**M1 wires**

Scale bar: 20 um.
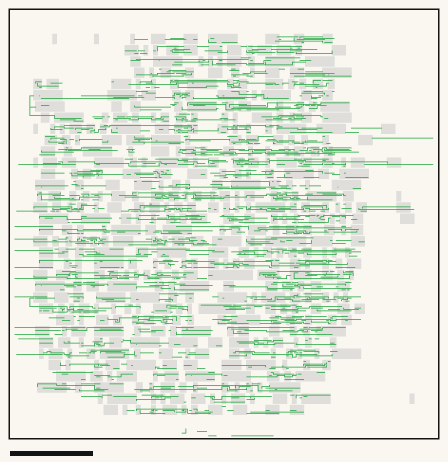
**Metal 2**

Scale bar: 20 um.
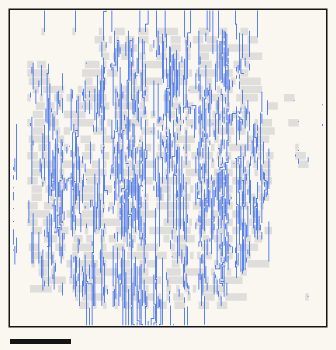
### src/rtl/tsmac_fifo_pkg.sv
// Shared definitions for the TSMAC loopback FIFO word format and framer states.
package tsmac_fifo_pkg;

    localparam int unsigned WORD_LAST     = 8;
    localparam int unsigned WORD_ERR      = 9;
    localparam int unsigned WORD_W        = 18;

    localparam int unsigned DEF_MIN_LEN   = 60;
    localparam int unsigned DEF_MAX_LEN   = 1518;
    localparam int unsigned DEF_SYNC_IDLE = 12;

    typedef enum logic [1:0] {
        RX_SYNC = 2'b00,
        RX_IDLE = 2'b01,
        RX_DATA = 2'b10,
        RX_DROP = 2'b11
    } rx_state_e;

    function automatic logic [WORD_W-1:0] mk_word(input logic [7:0] b,
                                                  input logic       last,
                                                  input logic       err);
        return {8'h00, err, last, b};
    endfunction

endpackage

### src/rtl/rx_sm_sat_cnt16.sv
// 16-bit counter that increments on en&inc and sticks at 16'hFFFF.
module sat_cnt16 (
    input  logic        clk,
    input  logic        rst_n,
    input  logic        en,
    input  logic        inc,
    output logic [15:0] cnt
);

    logic [15:0] cnt_q;
    logic [15:0] cnt_d;

    always_comb begin
        cnt_d = cnt_q;
        if (en && inc && (cnt_q != '1)) begin
            cnt_d = cnt_q + 16'd1;
        end
    end

    always_ff @(posedge clk) begin
        if (!rst_n) begin
            cnt_q <= '0;
        end else begin
            cnt_q <= cnt_d;
        end
    end

    assign cnt = cnt_q;

endmodule

### src/rtl/rx_sm.sv
// Receive framer: TSMAC receive bytes -> 18-bit loopback FIFO words, with
// frame length checks, drop handling and a frame-done pulse for the tx side.
module rx_sm
    import tsmac_fifo_pkg::*;
#(
    parameter int unsigned MIN_LEN   = DEF_MIN_LEN,
    parameter int unsigned MAX_LEN   = DEF_MAX_LEN,
    parameter int unsigned SYNC_IDLE = DEF_SYNC_IDLE
) (
    input  logic              rx_clk,
    input  logic              rst_n,
    input  logic              clk_ten,
    input  logic [7:0]        tsmac_rdata,
    input  logic              tsmac_rvalid,
    input  logic              tsmac_rlast,
    input  logic              tsmac_rgood,
    input  logic              tsmac_rbad,
    input  logic              fifo_afull,
    output logic              wr_en,
    output logic [WORD_W-1:0] wr_data,
    output logic              rx_frame_done,
    output logic [15:0]       good_frame_cnt,
    output logic [15:0]       drop_frame_cnt
);

    localparam int unsigned     SYNC_W    = $clog2(SYNC_IDLE + 1);
    localparam logic [SYNC_W-1:0] SYNC_LAST = SYNC_W'(SYNC_IDLE - 1);
    localparam logic [10:0]     MIN_L     = 11'(MIN_LEN);
    localparam logic [10:0]     MAX_L1    = 11'(MAX_LEN + 1);

    rx_state_e         state_q, state_d;
    logic [SYNC_W-1:0] sync_cnt_q, sync_cnt_d;
    logic [10:0]       len_q, len_d, len_inc;
    logic              wr_en_q, wr_en_d;
    logic [WORD_W-1:0] wr_data_q, wr_data_d;
    logic              done_q, done_d;
    logic              drop_inc;
    logic              frame_err;

    always_comb begin
        state_d    = state_q;
        sync_cnt_d = sync_cnt_q;
        len_d      = len_q;
        wr_en_d    = 1'b0;
        wr_data_d  = wr_data_q;
        drop_inc   = 1'b0;
        len_inc    = (len_q == '1) ? len_q : len_q + 11'd1;
        frame_err  = tsmac_rbad | ~tsmac_rgood | (len_inc < MIN_L) |
                     fifo_afull | (len_inc == MAX_L1);

        unique case (state_q)
            RX_SYNC: begin
                if (tsmac_rvalid) begin
                    sync_cnt_d = '0;
                    if (tsmac_rlast) state_d = RX_IDLE;
                end else if (sync_cnt_q == SYNC_LAST) begin
                    sync_cnt_d = '0;
                    state_d    = RX_IDLE;
                end else begin
                    sync_cnt_d = sync_cnt_q + SYNC_W'(1);
                end
            end
            RX_IDLE: begin
                if (tsmac_rvalid) begin
                    if (tsmac_rlast) begin
                        // 1-byte frame is always a runt terminator
                        wr_en_d   = 1'b1;
                        wr_data_d = mk_word(tsmac_rdata, 1'b1, 1'b1);
                        drop_inc  = 1'b1;
                        len_d     = '0;
                    end else if (fifo_afull) begin
                        drop_inc = 1'b1;
                        state_d  = RX_DROP;
                    end else begin
                        wr_en_d   = 1'b1;
                        wr_data_d = mk_word(tsmac_rdata, 1'b0, 1'b0);
                        len_d     = 11'd1;
                        state_d   = RX_DATA;
                    end
                end
            end
            RX_DATA: begin
                if (tsmac_rvalid) begin
                    len_d   = len_inc;
                    wr_en_d = 1'b1;
                    if (tsmac_rlast) begin
                        wr_data_d = mk_word(tsmac_rdata, 1'b1, frame_err);
                        drop_inc  = frame_err;
                        state_d   = RX_IDLE;
                    end else if (fifo_afull || (len_inc == MAX_L1)) begin
                        wr_data_d = mk_word(tsmac_rdata, 1'b1, 1'b1);
                        drop_inc  = 1'b1;
                        state_d   = RX_DROP;
                    end else begin
                        wr_data_d = mk_word(tsmac_rdata, 1'b0, 1'b0);
                    end
                end
            end
            RX_DROP: begin
                if (tsmac_rvalid && tsmac_rlast) state_d = RX_IDLE;
            end
            default: state_d = RX_SYNC;
        endcase

        // frame-done trails the good terminator write by one enabled cycle
        done_d = wr_en_q & wr_data_q[WORD_LAST] & ~wr_data_q[WORD_ERR];
    end

    always_ff @(posedge rx_clk) begin
        if (!rst_n) begin
            state_q    <= RX_SYNC;
            sync_cnt_q <= '0;
            len_q      <= '0;
            wr_en_q    <= 1'b0;
            wr_data_q  <= '0;
            done_q     <= 1'b0;
        end else if (clk_ten) begin
            state_q    <= state_d;
            sync_cnt_q <= sync_cnt_d;
            len_q      <= len_d;
            wr_en_q    <= wr_en_d;
            wr_data_q  <= wr_data_d;
            done_q     <= done_d;
        end
    end

    sat_cnt16 u_good_cnt (
        .clk   (rx_clk),
        .rst_n (rst_n),
        .en    (clk_ten),
        .inc   (done_d),
        .cnt   (good_frame_cnt)
    );

    sat_cnt16 u_drop_cnt (
        .clk   (rx_clk),
        .rst_n (rst_n),
        .en    (clk_ten),
        .inc   (drop_inc),
        .cnt   (drop_frame_cnt)
    );

    assign wr_en         = wr_en_q;
    assign wr_data       = wr_data_q;
    assign rx_frame_done = done_q;

endmodule

### config.mk
export PLATFORM = sky130hd
export DESIGN_NAME = rx_sm
export DESIGN_NICKNAME = d
export VERILOG_FILES = /design/src/rtl/tsmac_fifo_pkg.sv /design/src/rtl/rx_sm_sat_cnt16.sv /design/src/rtl/rx_sm.sv
export SDC_FILE = /design/constraint.sdc
export NUM_CORES = 1
export LEC_CHECK = 0
export CELL_PAD_IN_SITES_DETAIL_PLACEMENT = 1
export CELL_PAD_IN_SITES_GLOBAL_PLACEMENT = 1
export CORE_MARGIN = 5
export CORE_UTILIZATION = 38
export DETAILED_ROUTE_END_ITERATION = 6
export PLACE_DENSITY = 0.88
export SLEW_MARGIN = 30
export SYNTH_ARGS = -nofsm -noshare
export SYNTH_HDL_FRONTEND = slang
export SYNTH_SLANG_ARGS = --single-unit
### constraint.sdc
create_clock -name rx_clk -period 2.7 [get_ports rx_clk]
set_input_delay 0.54 -clock rx_clk [delete_from_list [all_inputs] [get_ports rx_clk]]
set_output_delay 0.54 -clock rx_clk [all_outputs]
set_load 0.01 [all_outputs]
==> notes.org <==
#+TITLE: Implementation results

** Clocking
- Clock Root Buffer :: clkbuf_8
- The clock H-tree reported by CTS has 3 levels.
- TritonCTS built the clock tree.
- At the later pin of the worst-skew pair, clock insertion delay measures 0.34 ns.
- Sink Count :: 61
- The clock passes through at most 2 buffers.
- The timing report gives the clock slew at the launch and capture registers of the worst setup and hold paths as 0.07 ns.
- Total of hold buffers inserted after clock tree synthesis :: 0
- TritonCTS created 9 clock buffers.

** Global route
- Overflow left after global routing :: 0
- Vias in the first global route :: 3,566
- Number of antenna violations at the first check in global routing :: 0
- Aggregate global-route resource usage :: 19.04%
- First-pass GRT wire length :: 17.28 mm
- Pin count of the biggest net entering global routing :: 49

** Route
- Per the post-route antenna check, the number of violating nets is 0.
- Average vias per placed instance :: 5.545
- The detailed router finished its first iteration with 133 violations.
- Average wire per cell in the routed design :: 16.68 um
- The script parses the final routing iteration and logs DRC violations as 0.
- Iteration tally of the first detailed-router pass :: 4

** Yosys
- The most used flip-flop cell after synthesis is dfxtp_1.
- Number of synthesized register bits :: 61
- Most numerous cell types in the synthesized netlist :: dfxtp_1 (61), nand2_1 (54), a21oi_1 (44)
- Ranking of synthesized cells by area :: dfxtp_1 (37%), a21oi_1 (6.6%), nand2_1 (6.1%), nor2_1 (4.2%), ha_1 (3.0%)
- The synthesized design contains 0 enable-type register cells.
- Number of cells in Yosys stat :: 423
- Counting flops with an async set or reset pin after synthesis yields a share of 0%.
- By instance count, the leading cell after synthesis is dfxtp_1.
- Synth Warn # :: 0
- Portion of synthesized cell area occupied by the leading cell type :: 36.71%
- Each instance of the synthesized netlist takes up on average 7.865 um2.
- Most area-hungry cell type in the Yosys netlist :: dfxtp_1
- In the Yosys report, the sequential cells make up 36.71% of the chip area.
- The stat command in Yosys gives a chip area of 3327 um2.
- Number of standard cells after synthesis :: 423
- The synthesized netlist occupies a cell area of 3327 um2.
- After synthesis, the netlist uses 55 different library cells.

** Final timing
- Setup tns final :: 0 ns
- Max Slew Vio Count :: 0
- Slew of the pin with the lowest slew margin :: 0.5520 ns
- On the final layout, the worst clock skew is 0.009994 ns.
- The clock period could shrink to 2.601 ns.
- Final tally of setup violations :: 0
- Final hold slack :: 0.4622 ns
- Highest clock rate :: 384.4 MHz
- Headroom to the max-slew limit came out at 63.16%.
- Post-route clock period utilization :: 96.34%
- In the post-route analysis, the smallest setup slack over all paths is 0.09869 ns.
- The final timing report lists a hold violation count of 0.

** Layout
- 0 antenna diodes ended up in the layout.
- Non-Filler Cell Area, Final :: 4334 um2
- Layout net count :: 516
- For this run, the share of the core covered by cells in the final layout is 50.19%.
- Post-layout instance count excluding filler cells :: 605
- Per the final layout report, the fraction of cells sized above drive strength 1 comes to 10.87%.
- Signed area change from the synthesized netlist to the final layout :: 30.27%

** Pwr
- Areal power density over the cells :: 426.0 nW/um2
- The analysis attributes to cell leakage a power of 1.445 nW.
- Across the VDD grid, the largest voltage drop is 0.0002863 V.
- Total power for the finished layout comes to 1.847 mW.

** Setup path
- Largest fanout of any net on the critical path :: 30
- For the worst setup path, the data required time is 2.98 ns.
- In the setup report, the worst path falls into the class register to register.
- For the worst setup path, the data arrival time is 2.88 ns.
- The capture point of the worst register-to-register path is recorded as u_drop_cnt.cnt[3].
- Type of origin of the critical path :: register
- STA classifies the critical path endpoint as a register.
- RR Startpoint :: len_q[0]
- Logic depth along the worst register-to-register path is recorded as 9.
- The timing report gives the worst reg2reg path a setup slack of 0.1 ns.

** Run
- Max-cap violations in this run came to 0.
- OpenROAD emitted warnings numbering 29.

** Placed design
- Dpl cells :: 586
- Area of placed instances :: 4086 um2
- RePlAce ended its routability-driven mode at a weighted congestion of 0.8897.
- Post-DP HPWL :: 7.271 mm
- STA on the placed design reports a worst setup slack of 0.02293 ns.
- Number of input and output port buffers inserted :: 59

** Outcome
- Run status :: finished, final reports clean

** Floorplan
- Io pins :: 68
- For this configuration, the core starts out at a cell density of 38.53%.
- Die Y :: 103.6 um
- Die extent in x :: 103.6 um
- According to the floorplan report, the total die area is 10,730 um2.
- Placeable core region :: 8636 um2
- Cell row count :: 34

** Hold path
- Min-Delay Startpoint :: wr_data[5]
- Class of the most critical hold timing path :: register to register
- Worst-case hold path end point :: wr_data[5]
- Along the worst hold path, the cell count comes to 2.
About 'M1 wires':
main direction = horizontal
share of all routed wire = 45%
wire length on this layer = 4,550 um
longest straight run = 27.1 um

About 'metal 2':
wire length on this layer = 4,950 um
share of all routed wire = 49%
nets with wire on the layer = 472
longest straight run = 35.7 um
main direction = vertical
met2 track utilization from global routing: 32.51%
aggregate routed wire length: 10.09 mm
number of vias in the routed layout: 3,355

-- where the power goes --
group | leakage [nW] | switching (mW) | internal, mW | total (mW)
Combinational | 0.857 | 0.0684 | 0.0545 | 0.123
Clock | 0.0964 | 0.362 | 0.449 | 0.811
Sequential | 0.492 | 0.00673 | 0.906 | 0.913
-- cell type report --
type                       instances  area, um2
fill                            1054       4302
timing repair buffer              84      790.8
multi-input combinational        325       1952
clock buffer                      12      145.1
tap                              108      135.1
sequential                        61       1222
clock inverter                     4      47.55
inverter                          11      41.29
-- logic make-up after synthesis --
kind of cell,after synthesis,share of synthesized area (%)
compound gates,104,20.65
simple gates,189,28.73
buf+inv,44,6.356
xor+xnor,10,2.632
mux,6,1.805
flops,61,36.71
other cells,1,0.1127
fa+ha+maj,8,3.009
-- worst max-delay path: stages, from the launching register on --
cell	delay (ns)
dfxtp_1	0.38
ha_4	0.19
and3_2	0.24
and3_1	0.24
a31oi_1	0.14
o41ai_4	0.38
a31oi_2	0.09
buf_12	0.18
or4_1	0.52
a21oi_1	0.16
-- flip-flops by register name (all words and copies together), names as in the netlist --
signal,cells
rx_frame_done,1
state_q,2
len_q,11
sync_cnt_q,4
wr_data,10
wr_en,1
u_drop_cnt.cnt,16
u_good_cnt.cnt,16
-- layer usage --
metal  global-route usage, %  vias to the layer above  wire length, um
met4                   7.404                        0              206
met5                       0                        -                0
met1                   23.27                     1619             4547
li1                        -                     1651                -
met3                   3.980                       19              393
met2                   32.51                       66             4946
-- cell usage in the layout (no fill, tap or decap), types with 5 or more instances in the layout --
master	Yosys	layout
nor3_1	10	9
or4_1	11	11
and2_1	6	6
nand2_1	54	54
inv_1	11	11
mux2i_1	6	6
a31oi_1	5	5
nor4_1	6	6
clkbuf_8	0	10
o21a_1	5	5
ha_1	8	7
nand2b_1	5	5
nand4_1	11	11
buf_4	9	24
o21ai_0	13	13
clkdlybuf4s50_1	0	59
nor2_1	37	37
o31ai_1	11	11
conb_1	1	8
nand3_1	19	19
dfxtp_1	61	60
or3_1	7	7
xnor2_1	6	6
a21oi_1	44	44
-- how the worst max path moves through the flow --
stage | end | slack, ns | from
floorplan | u_drop_cnt.cnt[14] | 0.19 | len_q[0]
global placement | u_drop_cnt.cnt[3] | 0.12 | len_q[0]
detailed placement | u_drop_cnt.cnt[3] | 0.02 | len_q[0]
CTS | u_drop_cnt.cnt[3] | 0.02 | len_q[1]
global route | u_drop_cnt.cnt[7] | -0.06 | len_q[0]
finish | u_drop_cnt.cnt[3] | 0.1 | len_q[0]
-- repair_timing --
item / 4_1_cts / 5_1_grt
cloned: 0 / 0
resized: 1 / 6
setup buffers: 0 / 3
pin swaps: 0 / 3
setup endpoints to repair: 4 / 15
Power figures rest on the tool's default switching activity, not on a simulated workload.
